Run 1, register map, names as in the netlist:
Scale: 4 px per um. Other sequential cells in the stronger grey, the rest of the logic in the fainter grey.
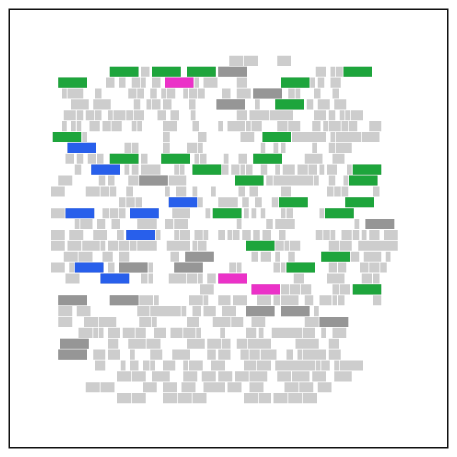
Run 1, nets reached from selected ports:
Scale: 4 px per um.
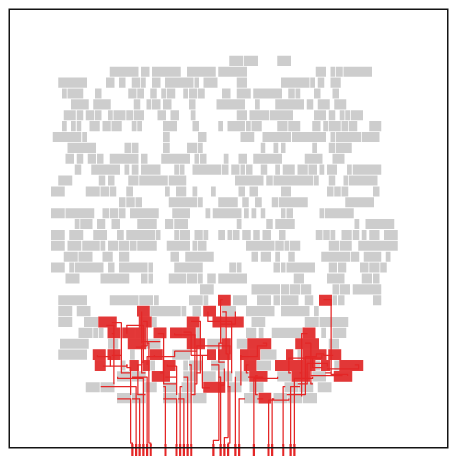
Run 1, placed standard cells:
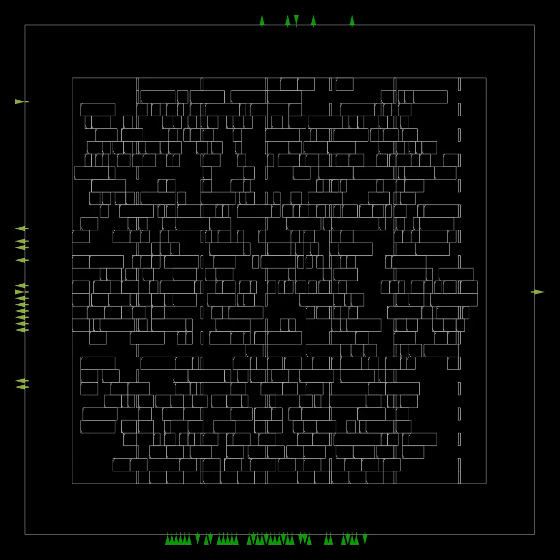
## config.mk

```make
export PLATFORM = sky130hd
export DESIGN_NAME = majority_voter
export DESIGN_NICKNAME = d
export VERILOG_FILES = /design/src/rtl/majority_voter_pkg.sv /design/src/rtl/majority_bit_vote.sv /design/src/rtl/majority_voter.sv
export SDC_FILE = /design/constraint.sdc
export NUM_CORES = 1
export LEC_CHECK = 0
export CELL_PAD_IN_SITES_DETAIL_PLACEMENT = 0
export CELL_PAD_IN_SITES_GLOBAL_PLACEMENT = 1
export CORE_MARGIN = 10
export CORE_UTILIZATION = 40
export CTS_CLUSTER_DIAMETER = 100
export DETAILED_ROUTE_END_ITERATION = 10
export GPL_TIMING_DRIVEN = 0
export PLACE_DENSITY = 0.77
export SLEW_MARGIN = 5
export SYNTH_ARGS = -nofsm -noshare
export SYNTH_HDL_FRONTEND = slang
export SYNTH_SLANG_ARGS = --single-unit
```

## constraint.sdc

```tcl
create_clock -name clk -period 2.6 [get_ports clk]
set_input_delay 0.26 -clock clk [delete_from_list [all_inputs] [get_ports clk]]
set_output_delay 0.26 -clock clk [all_outputs]
set_load 0.01 [all_outputs]
```

## src/rtl/majority_voter_pkg.sv

```systemverilog
// Shared definitions for the N-channel majority voter: health encodings and
// the popcount-threshold helper used by both the bit voter and the health FSM.
package majority_voter_pkg;

    localparam int unsigned MAX_CH = 7;
    localparam int unsigned FCNT_W = 8;

    typedef enum logic [1:0] {
        HEALTH_OK       = 2'd0,
        HEALTH_DEGRADED = 2'd1,
        HEALTH_FAILED   = 2'd2
    } health_e;

    // True when at least 'thresh' bits of 'bits' are set
    function automatic logic popcount_ge(input logic [MAX_CH-1:0] bits,
                                         input int unsigned       thresh);
        int unsigned cnt;
        cnt = 0;
        for (int i = 0; i < int'(MAX_CH); i++) begin
            cnt += {31'd0, bits[i]};
        end
        return cnt >= thresh;
    endfunction

endpackage

```

## src/rtl/majority_bit_vote.sv

```systemverilog
// Combinational single-bit majority across N_CH channel bits.
module majority_bit_vote
    import majority_voter_pkg::*;
#(
    parameter int unsigned N_CH = 3
) (
    input  logic [N_CH-1:0] bits_i,
    output logic            vote_o
);

    assign vote_o = popcount_ge(MAX_CH'(bits_i), (N_CH + 1) / 2);

endmodule

```

## src/rtl/majority_voter.sv

```systemverilog
// N-channel bitwise majority voter with one registered output stage,
// per-channel consecutive-disagreement fault tracking and a health FSM.
module majority_voter
    import majority_voter_pkg::*;
#(
    parameter int unsigned N_CH         = 3,
    parameter int unsigned WIDTH        = 8,
    parameter int unsigned FAULT_THRESH = 4,
    parameter int unsigned CNT_W        = 8
) (
    input  logic                  clk,
    input  logic                  rst_n,
    input  logic                  in_valid,
    output logic                  in_ready,
    input  logic [N_CH*WIDTH-1:0] in_data,
    input  logic                  clear_faults,
    output logic                  out_valid,
    input  logic                  out_ready,
    output logic [WIDTH-1:0]      out_data,
    output logic                  out_unanimous,
    output logic [N_CH-1:0]       disagree,
    output logic [N_CH-1:0]       fault,
    output logic [1:0]            health,
    output logic [CNT_W-1:0]      err_cnt
);

    localparam int unsigned        MAJ     = (N_CH + 1) / 2;
    localparam logic [FCNT_W-1:0]  THRESH  = FCNT_W'(FAULT_THRESH);
    localparam logic [CNT_W-1:0]   ERR_MAX = '1;

    logic                accept_c;
    logic [WIDTH-1:0]    voted_c;
    logic [N_CH-1:0]     disagree_c;

    logic                out_valid_q, out_valid_d;
    logic [WIDTH-1:0]    out_data_q, out_data_d;
    logic                unan_q, unan_d;
    logic [N_CH-1:0]     disagree_q, disagree_d;
    logic [N_CH-1:0]     fault_q, fault_d;
    logic [CNT_W-1:0]    err_q, err_d;
    logic [FCNT_W-1:0]   cnt_q [N_CH];
    logic [FCNT_W-1:0]   cnt_d [N_CH];
    health_e             health_q, health_d;

    assign in_ready = rst_n & (~out_valid_q | out_ready);
    assign accept_c = in_valid & in_ready;

    // One voter per bit column
    for (genvar i = 0; i < int'(WIDTH); i++) begin : g_bit
        logic [N_CH-1:0] col;
        for (genvar k = 0; k < int'(N_CH); k++) begin : g_ch
            assign col[k] = in_data[k*WIDTH + i];
        end
        majority_bit_vote #(.N_CH(N_CH)) u_vote (
            .bits_i (col),
            .vote_o (voted_c[i])
        );
    end

    always_comb begin
        disagree_c = '0;
        for (int k = 0; k < int'(N_CH); k++) begin
            disagree_c[k] = (in_data[k*WIDTH +: WIDTH] != voted_c);
        end
    end

    // Output stage next state
    always_comb begin
        out_valid_d = out_valid_q;
        out_data_d  = out_data_q;
        unan_d      = unan_q;
        disagree_d  = disagree_q;
        if (accept_c) begin
            out_valid_d = 1'b1;
            out_data_d  = voted_c;
            unan_d      = ~|disagree_c;
            disagree_d  = disagree_c;
        end else if (out_ready) begin
            out_valid_d = 1'b0;
        end
    end

    // Fault counters and error count; clear wins over a same-cycle beat
    always_comb begin
        fault_d = fault_q;
        err_d   = err_q;
        for (int k = 0; k < int'(N_CH); k++) begin
            cnt_d[k] = cnt_q[k];
        end
        if (clear_faults) begin
            fault_d = '0;
            err_d   = '0;
            for (int k = 0; k < int'(N_CH); k++) begin
                cnt_d[k] = '0;
            end
        end else if (accept_c) begin
            for (int k = 0; k < int'(N_CH); k++) begin
                if (!disagree_c[k]) begin
                    cnt_d[k] = '0;
                end else if (cnt_q[k] != THRESH) begin
                    cnt_d[k] = cnt_q[k] + FCNT_W'(1);
                end
                if (cnt_d[k] == THRESH) begin
                    fault_d[k] = 1'b1;
                end
            end
            if ((|disagree_c) && (err_q != ERR_MAX)) begin
                err_d = err_q + CNT_W'(1);
            end
        end
    end

    // Health FSM next state
    always_comb begin
        health_d = health_q;
        if (clear_faults) begin
            health_d = HEALTH_OK;
        end else begin
            case (health_q)
                HEALTH_OK, HEALTH_DEGRADED: begin
                    if (popcount_ge(MAX_CH'(fault_d), MAJ)) begin
                        health_d = HEALTH_FAILED;
                    end else if (|fault_d) begin
                        health_d = HEALTH_DEGRADED;
                    end
                end
                HEALTH_FAILED: health_d = HEALTH_FAILED;
                default:       health_d = HEALTH_OK;
            endcase
        end
    end

    always_ff @(posedge clk) begin
        if (!rst_n) begin
            out_valid_q <= 1'b0;
            out_data_q  <= '0;
            unan_q      <= 1'b0;
            disagree_q  <= '0;
            fault_q     <= '0;
            err_q       <= '0;
            health_q    <= HEALTH_OK;
            for (int k = 0; k < int'(N_CH); k++) begin
                cnt_q[k] <= '0;
            end
        end else begin
            out_valid_q <= out_valid_d;
            out_data_q  <= out_data_d;
            unan_q      <= unan_d;
            disagree_q  <= disagree_d;
            fault_q     <= fault_d;
            err_q       <= err_d;
            health_q    <= health_d;
            for (int k = 0; k < int'(N_CH); k++) begin
                cnt_q[k] <= cnt_d[k];
            end
        end
    end

    assign out_valid     = out_valid_q;
    assign out_data      = out_data_q;
    assign out_unanimous = unan_q;
    assign disagree      = disagree_q;
    assign fault         = fault_q;
    assign err_cnt       = err_q;
    assign health        = health_q;

endmodule

```

==> impl_metrics.yaml, run 1 <==
# implementation run metrics
run_status:
  status: "finished, final reports clean"
global_route:
  grt_pass1_vias: 2925
  grt_usage_pct: 15.5
  grt.met3_usage_pct: 3.30
  grt_antenna_before_repair: 0
  grt_max_degree: 15
  grt_pass1_wl_mm: 14.9
  grtUsageMet2_pct: 25.3
  overflow: 0
  grt_use_met1_pct: 20.5
layout:
  layout.nets: 492
  n_antenna_cell: 0
  layout-drive-gt1-share_pct: 12.1
  lay_top_cells: "clkdlybuf4s50_1, dfxtp_1, nand2_1"
  final_common_cell: "clkdlybuf4s50_1"
logic_synthesis:
  yosysWarnings: 0
  seq_area_frac_synth_pct: 31.4
  ys_sh_aoi_pct: 23.2
  simple_gate_share_pct: 27.6
  avgSynthCellArea_um2: 8.43
  yosys-stat-cells: 378
  async_reset_ff_share_pct: 0
  synth_area_um2: 3190
  xor_area_share_pct: 6.83
  synth_cell_types: 62
  synth.net_count: 423
  enable_flop_cells: 0
  synth_cells: 378
  ys_ff: 50
  fa_ha_area_share_pct: 6.28
  ys_sh_mux_pct: 0.981
  ff_type: "dfxtp_1"
  netlist_logic_family_top: "simple AND/OR/NAND/NOR gates"
die:
  dieArea_um2: 11900
  die_w_um: 109
  fp_util_pct: 41.3
  rows: 32
  io_pins: 56
  chipHeight_um: 109
worst_setup_path:
  critical_path_class: "reg -> reg"
  cp_max_fo: 5
  critPathRequiredTime_ns: 2.82
  start_kind: "register"
  end_kind: "register"
place:
  place_hpwl_mm: 6.93
  numPortBuffers: 55
  finalWeightedCongestion: 0.892
timing:
  fin_crit_ns: 2.51
  rsz0062_at_grt: "true"
  hold_viol_final: 0
  clock_skew_ns: 0.0108
  slew_viol_final: 0
  fin_crit_sh_pct: 96.7
  fmax_mhz: 398
detailed_routing:
  drt_iter0_markers: 119
  firstDrtPassIters: 4
  wirelength_mm: 9.10
  vias: 3001
  remaining_drc_errors: 0
  wire_per_inst_um: 16.5
  drtAntennaViolNets: 0
power_and_ir_drop:
  p_total_mw: 1.63
  ir_worst_vdd_uv: 246
clock_tree:
  cts.sinks: 50
  numCtsBuffers: 5
  clk_latency_ns: 0.31
  cts_tree: "done"
  cts_root_buf: "clkbuf_8"
  clkTransAtPathRegs_ns: 0.10
  cts.path.max_buffers: 2
  htreeDepth: 2
flow_run:
  cap_violations: 0
  warnings: 30
min_path:
  hold_path_class: "reg -> reg"
About 'register map, names as in the netlist':
| colour | signal | placed flops |
|---|---|---|
| green | cnt_q | 24 |
| magenta | disagree | 3 |
| blue | err_cnt | 8 |
not coloured: 15
register share of the cell area: 24.6%
final core utilization: 52.7%
Power Sequential: 0.794 mW
FF+latch area: 1000 um2

About 'nets reached from selected ports':
| colour | port | direction | end cells | buffers | wire |
|---|---|---|---|---|---|
| red | in_data | input | 45 | 24 | 901 um |

About 'placed standard cells':
Finished Layout Cells: 550
core area: 7730 um2

-- run 1: critical path, cell delays in order, from the launching register on --
cell      delay [ns]
dfxtp_1         0.35
nor4_1          0.48
and3_1          0.35
nor3_1          0.08
a21o_1          0.18
a41oi_4         0.25
nor2_2          0.07
ha_1            0.27
inv_1           0.04
o21a_1          0.19
a211oi_1        0.17
-- run 1: cell usage after synthesis, types with 7 or more instances --
master	number	area, um2
inv_1	17	63.8
and3_1	12	75.1
o21ai_0	12	60.1
clkbuf_1	10	37.5
o211a_1	9	90.1
nand2_1	37	139
ha_1	16	200
xnor2_1	17	149
a21oi_1	26	130
a21oi_2	7	61.3
dfxtp_1	50	1000
nor2_1	26	97.6
nand3_1	25	125
or3_1	8	50.1
-- run 1: logic make-up after synthesis --
| family | Yosys count |
|---|---|
| compound gates | 96 |
| buf+inv | 31 |
| mux | 3 |
| simple gates | 158 |
| xor+xnor | 24 |
| fa+ha+maj | 16 |
| flops | 50 |
-- run 1: state kept, by name (all words and copies together), names as in the netlist --
register       count
cnt_q             24
disagree           3
err_cnt            8
fault              3
health             2
out_data           8
out_unanimous      1
out_valid          1
-- run 1: final cells by class --
type	count	area, um2
buffer	14	61.3
multi-input combinational	297	2130
fill	763	3650
clock buffer	7	86.3
clock inverter	1	5.00
tap	102	128
timing repair buffer	62	603
inverter	17	63.8
sequential	50	1000
-- run 1: metal layers --
layer / wire length [um] / up-vias
li1: - / 1519
met1: 4200 / 1408
met2: 4350 / 65
met3: 458 / 9
met4: 93 / 0
met5: 0 / -
-- run 1: timing repair --
action                                 in CTS  in global routing
cloned                                      0                  0
pin swaps                                   3                  8
setup endpoints to repair                   2                 21
resized                                     4                 12
endpoints found under the hold margin       0                  0
setup buffers                               2                  5
hold buffers                                0                  0
-- run 1: stage by stage --
| stage | cell area, um2 | worst slack (ns) | hold WS (ns) | setup TNS, ns |
|---|---|---|---|---|
| finish | 4070 | 0.0866 | 0.464 | 0 |
| global route | 4070 | -0.0472 | 0.491 | -0.0570 |
| CTS | 4000 | 0.0000213 | 0.467 | 0 |
| detailed placement | 3870 | -0.441 | 0.450 | -5.48 |
| global placement | 3870 | -0.388 | 0.443 | -5.54 |
| floorplan | 3190 | 0.383 | 0.398 | 0 |
-- run 1: power by group --
part	internal (mW)	switching, mW	leakage, nW
logic	0.171	0.186	1.06
clock network	0.216	0.262	0.0482
registers	0.782	0.0119	0.405
-- run 1: path summary, 6_finish.rpt --
check,startpoint,end,slack [ns],cells after the start
setup / recovery,cnt_q[0][20],health[1],0.09,10
hold / removal,disagree[2],disagree[2],0.46,2
setup reg to reg,cnt_q[0][20],health[1],0.09,10
hold reg to reg,disagree[2],disagree[2],0.46,2
==> run 2: changes to the inputs <==
GPL_TIMING_DRIVEN = default   (was 0)
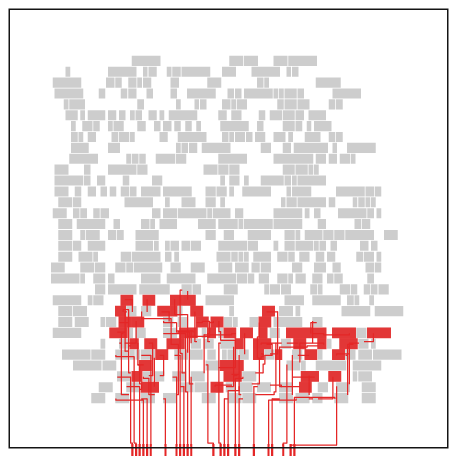
Run 2: nets reached from selected ports
Scale: 4 px per um.
| colour | port | direction | end cells | buffers | wire |
|---|---|---|---|---|---|
| red | in_data | input | 45 | 42 | 991 um |
port bufs: 55
Top-Level Pins: 56

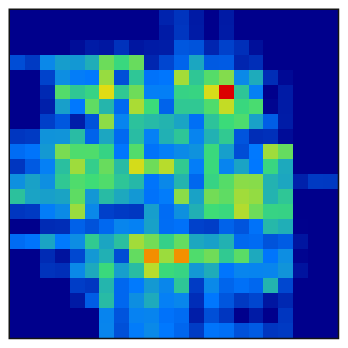
Run 2: routed metal per tile
Scale: 3 px per um. The die is cut into 22 by 22 equal tiles; dark blue is low, red is high, scaled to the fullest tile. Values are wire area over tile area, all layers added.
fullest tile: 0.50
tiles over half the peak: 12%
nearly empty tiles: 28%
mean over tiles: 0.11
WL/cell: 15.2 um
Total Wirelength: 8.69 mm
Vias: 3035

==> impl_metrics.yaml, run 2 <==
# implementation run metrics
die:
  dieArea_um2: 11900
  rows: 32
logic_synthesis:
  yosysWarnings: 0
  enable_flop_cells: 0
  synthTopCellsByCount: "dfxtp_1, nand2_1, a21oi_1, nor2_1, nand3_1"
  netlist.area_leader.share_pct: 31.4
  synth_area_um2: 3190
  synth_cells: 378
min_path:
  hold_path_class: "reg -> reg"
power_and_ir_drop:
  pwr-share-comb_pct: 22.7
  pwr-share-clk_pct: 29.4
  net-switching-power_mw: 0.463
  power_frac_seq_pct: 47.8
  swShare_pct: 28.0
  ir_worst_vdd_uv: 252
clock_tree:
  htreeDepth: 2
  cts.sinks: 50
  clkTransAtPathRegs_ns: 0.10
  cts-hold-fix-buffers: 0
worst_setup_path:
  ff2ff_path_depth: 12
  critical_path_class: "in -> reg"
  cp_max_fo: 3
global_route:
  grt_pass1_wl_mm: 14.6
  overflow: 0
  grt_pass1_vias: 2970
detailed_routing:
  firstDrtPassIters: 4
  drtAntennaViolNets: 0
  drt_iter0_markers: 55
timing:
  fin_crit_ns: 2.44
  hold_viol_final: 0
place:
  place_hpwl_mm: 6.69
layout:
  fillCellCount: 743
  instances_no_fill: 573
  regMostFlops: "cnt_q"
  layout.nets: 515
  n_antenna_cell: 0
  layout-drive-gt1-share_pct: 17.4
  largest_reg_flops: 24
run_status:
  status: "finished, final reports clean"
flow_run:
  cap_violations: 0
  warnings: 30
## run 2: cell counts after synthesis
No cell type changed its count.
## run 2: area by class of cell
type,count,share of cell area (%)
flip-flops and latches,50,23.6
inverters,17,1.50
clock inverters,2,0.294
clock buffers,6,1.94
repair buffers,99,20.7
multi-input cells,297,49.0
well taps,102,3.00
## run 2: path summary, 6_finish.rpt
check | startpoint | to
hold reg to reg | disagree[0] | disagree[0]
setup / recovery | in_data[5] | health[1]
hold / removal | disagree[0] | disagree[0]
setup reg to reg | cnt_q[0][16] | health[0]
## run 2: critical path, cell delays in order
cell             delay, ns
clkdlybuf4s50_1       0.43
ha_1                  0.36
a21oi_4               0.21
xnor2_1               0.09
nor4_1                0.28
nand2_1               0.15
a31oi_2               0.17
nor2_1                0.08
ha_1                  0.29
inv_1                 0.04
o21a_1                0.19
a211oi_1              0.15
## run 2: cells by family after synthesis
logic type                 after synthesis  share of synthesized area [%]
AOI/OAI and AO/OA                       96                           23.2
xor gates and xnor gates                24                           6.83
adders and majority gates               16                           6.28
buffers and inverters                   31                           3.73
DFF                                     50                           31.4
muxes                                    3                          0.981
and+or+nand+nor                        158                           27.6
## run 2: per-stage QoR
step | TNS [ns] | setup slack (ns) | hold slack [ns] | cell area (um2)
2_1_floorplan | 0 | 0.383 | 0.398 | 3190
3_3_place_gp | -0.628 | -0.149 | 0.443 | 4140
3_5_place_dp | -1.27 | -0.199 | 0.447 | 4140
4_1_cts | 0 | 0.114 | 0.463 | 4240
5_1_grt | -0.0113 | -0.0113 | 0.481 | 4250
6_report | 0 | 0.157 | 0.457 | 4250
## run 2: metal layers
metal	track usage, %	share of wire, %
met4	3.81	1.0
met3	4.07	4.2
met2	24.9	49
met5	0	0
met1	19.1	46
## run 2: power by group through the flow
stage / Combinational, mW / Clock, mW / Sequential (mW)
CTS: 0.379 / 0.509 / 0.793
floorplan: 0.184 / 0 / 0.816
global placement: 0.373 / 0 / 0.811
finish: 0.377 / 0.488 / 0.793
global route: 0.412 / 0.540 / 0.796
detailed placement: 0.377 / 0 / 0.811
==> run 3: changes to the inputs <==
CORE_MARGIN = 2   (was 10)
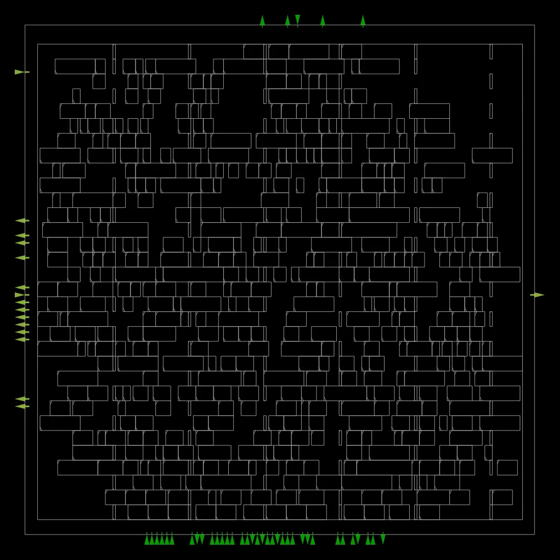
Run 3: placed standard cells
Tapcells: 102
fill cell count: 740
FP Rows: 32

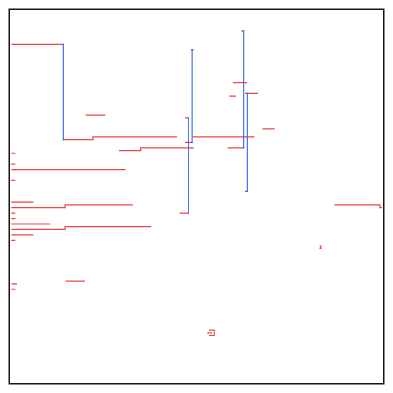
Run 3: metal layers overlaid
Scale: 4 px per um. Only two layers are drawn.
| colour | layer | wire length |
|---|---|---|
| blue | met4 | 124 um |
| red | met3 | 243 um |

==> impl_metrics.yaml, run 3 <==
# implementation run metrics
logic_synthesis:
  synth_cell_types: 62
  top_cells_by_area: "dfxtp_1, ha_1, xnor2_1, nand2_1, a21oi_1"
  async_reset_ff_share_pct: 0
  yosysMostFrequentCell: "dfxtp_1"
  ys_ff: 50
  yosysWarnings: 0
  synth.net_count: 423
  seq_area_frac_synth_pct: 31.4
  synth_cells: 378
  synthTopCellsByCount: "dfxtp_1, nand2_1, a21oi_1, nor2_1, nand3_1"
global_route:
  grt_max_degree: 31
  grt_antenna_before_repair: 0
  grt_pass1_wl_mm: 14.4
  grt_pass1_vias: 3091
  overflow: 0
detailed_routing:
  remaining_drc_errors: 0
  firstDrtPassIters: 6
  vias: 3046
  wirelength_mm: 8.54
  wire_per_inst_um: 14.9
layout:
  utilization_pct: 56.4
  final_common_cell: "clkdlybuf4s50_1"
  instances_no_fill: 574
  regMostFlops: "cnt_q"
  lay_top_cells: "clkdlybuf4s50_1, dfxtp_1, buf_4"
clock_tree:
  cts_root_buf: "clkbuf_8"
  cts_tree: "done"
  numCtsBuffers: 5
  cts.path.max_buffers: 2
  htreeDepth: 2
timing:
  slew_viol_final: 0
  fin_crit_sh_pct: 95.4
  clock_skew_ns: 0.0113
  hold_viol_final: 0
power_and_ir_drop:
  pwr-share-clk_pct: 36.5
  net-switching-power_mw: 0.469
  pwr-share-comb_pct: 21.1
  power_frac_seq_pct: 42.4
  ir_worst_vdd_uv: 288
die:
  dieArea_um2: 8700
  chipHeight_um: 93.3
  core_um2: 7730
  fp_util_pct: 41.3
worst_setup_path:
  start_kind: "primary input"
  critical_path_class: "in -> reg"
  critPathRequiredTime_ns: 2.80
min_path:
  hold_path_class: "reg -> reg"
place:
  numPortBuffers: 55
  place_hpwl_mm: 6.58
  pre_cts_ws_ns: -0.230
run_status:
  status: "finished, final reports clean"
flow_run:
  cap_violations: 0
## run 3: cell types whose count changed in the layout (fill, tap and decap cells not counted), sizes merged
cell	previous run	this run
clkinvlp	1	0
clkdlybuf4s50	55	54
bufinv	0	2
dlymetal6s2s	0	1
clkinv	1	0
buf	44	45
## run 3: path summary, 6_finish.rpt
check,start,endpoint,slack (ns),cells after the start
setup / recovery,in_data[6],health[0],0.12,12
hold / removal,out_unanimous,out_unanimous,0.46,2
setup reg to reg,cnt_q[0][16],health[0],0.23,12
hold reg to reg,out_unanimous,out_unanimous,0.46,2
## run 3: power by group through the flow
stage               logic (mW)  clock network [mW]  registers (mW)
floorplan                0.184                   0           0.816
detailed placement       0.376                   0           0.811
global route             0.428               0.723           0.796
global placement         0.373                   0           0.811
CTS                      0.378               0.696           0.794
finish                   0.394               0.682           0.793
## run 3: critical path: stages
cell and delay (ns):
clkdlybuf4s50_1 0.42, ha_1 0.33, a21oi_2 0.23, xnor2_1 0.10
nor4_1 0.24, nand2_1 0.14, a31oi_2 0.22, nor2_2 0.07
ha_1 0.27, inv_1 0.04, o21a_1 0.21, o311a_1 0.13
## run 3: area by class of cell
class / count / area (um2) / area share, %
inverters: 17 / 63.8 / 1.46
clock buffers: 6 / 82.6 / 1.89
multi-input cells: 297 / 2140 / 49.0
flip-flops and latches: 50 / 1000 / 22.9
clock inverters: 2 / 60.1 / 1.38
well taps: 102 / 128 / 2.93
repair buffers: 100 / 891 / 20.4
## run 3: layer usage
metal	routed length, um	track usage, %
met3	242	3.95
met2	4030	33.6
met4	124	5.02
met5	0	0
met1	4140	27.4
## run 3: logic make-up (layout without fill, tap and decap cells)
| kind of cell | Yosys count | in the layout | synth area share [%] |
|---|---|---|---|
| xor gates and xnor gates | 24 | 24 | 6.83 |
| AOI/OAI and AO/OA | 96 | 96 | 23.2 |
| buffers and inverters | 31 | 125 | 3.73 |
| and+or+nand+nor | 158 | 158 | 27.6 |
| muxes | 3 | 3 | 0.981 |
| DFF | 50 | 50 | 31.4 |
| adders and majority gates | 16 | 16 | 6.28 |
## run 3: timing repair
item | 4_1_cts | 5_1_grt
gates resized | 0 | 11
setup endpoints to repair | 0 | 2
buffers inserted | 0 | 2
Power is estimated from default activity; no workload was simulated.
